<file path="config.mk">
export PLATFORM = sky130hd
export DESIGN_NAME = mem_arbiter
export DESIGN_NICKNAME = d
export VERILOG_FILES = /design/src/rtl/mem_arbiter.sv
export SDC_FILE = /design/constraint.sdc
export NUM_CORES = 1
export LEC_CHECK = 0
export CELL_PAD_IN_SITES_DETAIL_PLACEMENT = 1
export CELL_PAD_IN_SITES_GLOBAL_PLACEMENT = 2
export CORE_MARGIN = 5
export CORE_UTILIZATION = 25
export DETAILED_ROUTE_END_ITERATION = 7
export GPL_ROUTABILITY_DRIVEN = 0
export PLACE_DENSITY = 0.94
export SKIP_CTS_REPAIR_TIMING = 1
export SLEW_MARGIN = 10
export SYNTH_ARGS = -nofsm -noshare
export SYNTH_HDL_FRONTEND = slang
export SYNTH_SLANG_ARGS = --single-unit
</file>
<file path="constraint.sdc">
create_clock -name clk -period 3.95 [get_ports clk]
set_input_delay 0.395 -clock clk [delete_from_list [all_inputs] [get_ports clk]]
set_output_delay 0.395 -clock clk [all_outputs]
set_load 0.02 [all_outputs]
</file>
<file path="src/rtl/mem_arbiter.sv">
// Two-requester arbiter and sequencer for the shared memory port (fetch vs LSU).
// Optional BUSY timeout abort is enabled by defining MEM_ARB_TIMEOUT_EN.
module mem_arbiter #(
  parameter int unsigned AW         = 16,
  parameter int unsigned DW         = 16,
  parameter int unsigned MAX_STARVE = 3,
  parameter int unsigned TIMEOUT    = 15
) (
  input  logic          clk,
  input  logic          rst,
  input  logic          f_req,
  input  logic [AW-1:0] f_addr,
  output logic          f_gnt,
  output logic          f_done,
  input  logic          l_req,
  input  logic          l_we,
  input  logic [AW-1:0] l_addr,
  input  logic [DW-1:0] l_wdata,
  output logic          l_gnt,
  output logic          l_done,
  output logic [DW-1:0] rdata,
  output logic          err,
  output logic          mem_en,
  output logic          mem_we,
  output logic [AW-1:0] mem_addr,
  output logic [DW-1:0] mem_wdata,
  input  logic [DW-1:0] mem_rdata,
  input  logic          mem_rdy
);

  localparam int unsigned SW = $clog2(MAX_STARVE + 1);

  typedef enum logic [0:0] {StIdle, StBusy} state_e;

  state_e        state_q;
  logic          own_lsu_q;
  logic [SW-1:0] starve_q;
  logic          f_win;
  logic          finish;
  logic          abort;

  // Fetch takes the port when alone, or when the LSU has starved it long enough.
  assign f_win  = f_req && (!l_req || (starve_q == SW'(MAX_STARVE)));
  assign finish = mem_rdy || abort;

`ifdef MEM_ARB_TIMEOUT_EN
  localparam int unsigned TW = $clog2(TIMEOUT + 1);

  logic [TW-1:0] tcnt_q;
  logic          err_q;

  // A completion in the limit cycle wins over the abort.
  assign abort = (state_q == StBusy) && !mem_rdy && (tcnt_q == TW'(TIMEOUT - 1));
  assign err   = err_q;

  always_ff @(posedge clk or negedge rst) begin
    if (!rst) begin
      tcnt_q <= '0;
      err_q  <= 1'b0;
    end else begin
      err_q <= 1'b0;
      if (state_q == StIdle) begin
        tcnt_q <= '0;
      end else if (abort) begin
        err_q  <= 1'b1;
        tcnt_q <= '0;
      end else if (!mem_rdy) begin
        tcnt_q <= tcnt_q + 1'b1;
      end
    end
  end
`else
  logic [31:0] unused_timeout;

  assign unused_timeout = TIMEOUT;
  assign abort          = 1'b0;
  assign err            = 1'b0;
`endif

  always_ff @(posedge clk or negedge rst) begin
    if (!rst) begin
      state_q   <= StIdle;
      own_lsu_q <= 1'b0;
      starve_q  <= '0;
      f_gnt     <= 1'b0;
      l_gnt     <= 1'b0;
      f_done    <= 1'b0;
      l_done    <= 1'b0;
      rdata     <= '0;
      mem_en    <= 1'b0;
      mem_we    <= 1'b0;
      mem_addr  <= '0;
      mem_wdata <= '0;
    end else begin
      f_gnt  <= 1'b0;
      l_gnt  <= 1'b0;
      f_done <= 1'b0;
      l_done <= 1'b0;
      unique case (state_q)
        StIdle: begin
          if (f_req || l_req) begin
            state_q <= StBusy;
            mem_en  <= 1'b1;
            if (f_win) begin
              own_lsu_q <= 1'b0;
              f_gnt     <= 1'b1;
              mem_we    <= 1'b0;
              mem_addr  <= f_addr;
              mem_wdata <= '0;
              starve_q  <= '0;
            end else begin
              own_lsu_q <= 1'b1;
              l_gnt     <= 1'b1;
              mem_we    <= l_we;
              mem_addr  <= l_addr;
              mem_wdata <= l_wdata;
              if (!f_req) begin
                starve_q <= '0;
              end else if (starve_q != SW'(MAX_STARVE)) begin
                starve_q <= starve_q + 1'b1;
              end
            end
          end else begin
            starve_q <= '0;
          end
        end
        StBusy: begin
          if (finish) begin
            state_q   <= StIdle;
            f_done    <= !own_lsu_q;
            l_done    <= own_lsu_q;
            rdata     <= (mem_we || !mem_rdy) ? '0 : mem_rdata;
            mem_en    <= 1'b0;
            mem_we    <= 1'b0;
            mem_addr  <= '0;
            mem_wdata <= '0;
          end
        end
        default: state_q <= StIdle;
      endcase
    end
  end

endmodule

</file>
Signal wires on met3:
Scale bar: 20 µm.
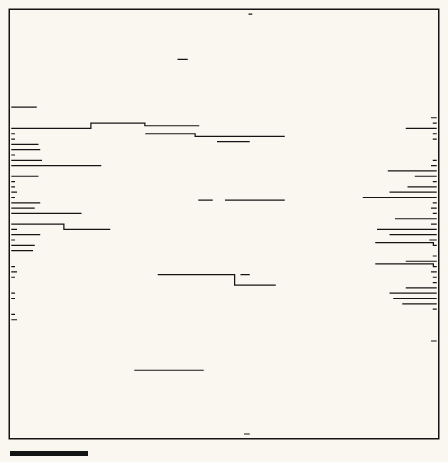
69 nets have wire on it. The wires run mostly horizontal. The longest straight run is 22.8 µm. The layer holds 6.4% of the routed length. The layer carries 508 µm of wire.
DR vias: 2238
Routed WL: 8000 µm
met3 track demand over resource: 4.52%

Cell density map:
The die is cut into 11 by 11 equal tiles; white is low, dark blue is high, 0 to 100% covered.
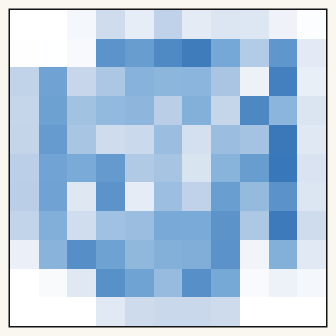
9.9% of the tiles are nearly empty. The fullest tile reaches 71%. The mean over all tiles is 32%.

==> notes.md <==
run metrics: PnR worst setup slack 2.07 ns, Int Power 0.00157 W, tool warnings 26, CTS sink cnt 58, Crit path largest cell delay 0.63 ns, Peak VDD IR 159 µV, FMAX 533 MHz, FP Rows 36, combinational power 0.000922 W, met1 usage 16.1%, r2r worst-path depth 4, drt first pass iters 4, top cells, area dfrtp_1 59%, o21ai_0 6.7%, a22o_1 6.0%, Core Util at FP 25.5%, flip-flop and latch count 58, multi-input gates 151, top cell category flip-flops and latches, Synth Net Count 301, met3 WL 507 µm, Comb gate area 912 µm², Tmin final 1.88 ns, ys flop type dfrtp_1, Setup violations, final 0, core area 9730 µm², number of max-cap violations 0, fin area 4020 µm², Setup Crit Path Kind flop to output port, Slew Limit Headroom 46.4%, global route total overflow 0, met2 WL 4030 µm, Logic pwr share 38.6%, cell with the most instances after synthesis dfrtp_1, outcome finished clean, die area 12000 µm², synthesis warning total 0, Non-clock buffering overhead 31.5%, # port buffers 123, Root Driver clkbuf_8, Flops after synth 58, largest net degree at the start of global routing 45, CP required 3.56 ns, crit path capture mem_we, DRT iter0 DRCs 76, FF-to-FF setup slack 2.12 ns, CP Launch Point mem_we$_DFFE_PN0P_, final net count 421, Syn-to-layout area delta 62.5%, CP top delay family buffers and inverters, Max-area cell share 58.6%, I/O pins 125
-- placed cells by master (no fill, tap or decap), drive strengths merged, types with 2 or more instances in the layout --
| cell type | count |
|---|---|
| clkdlybuf4s50 | 122 |
| dfrtp | 58 |
| nand2 | 39 |
| o21ai | 33 |
| nand2b | 18 |
| a22o | 17 |
| a31oi | 16 |
| a22oi | 16 |
| clkbuf | 9 |
| buf | 5 |
| clkinv | 3 |
| clkinvlp | 2 |
| bufinv | 2 |
| inv | 2 |
-- state kept, by name, indices dropped and copies added, names as in the netlist --
register	cells
f_done	1
f_gnt	1
l_done	1
l_gnt	1
mem_addr	16
mem_en	1
mem_wdata	16
mem_we	1
own_lsu_q	1
rdata	16
starve_q	2
state_q	1
Power and IR drop assume default switching activity.
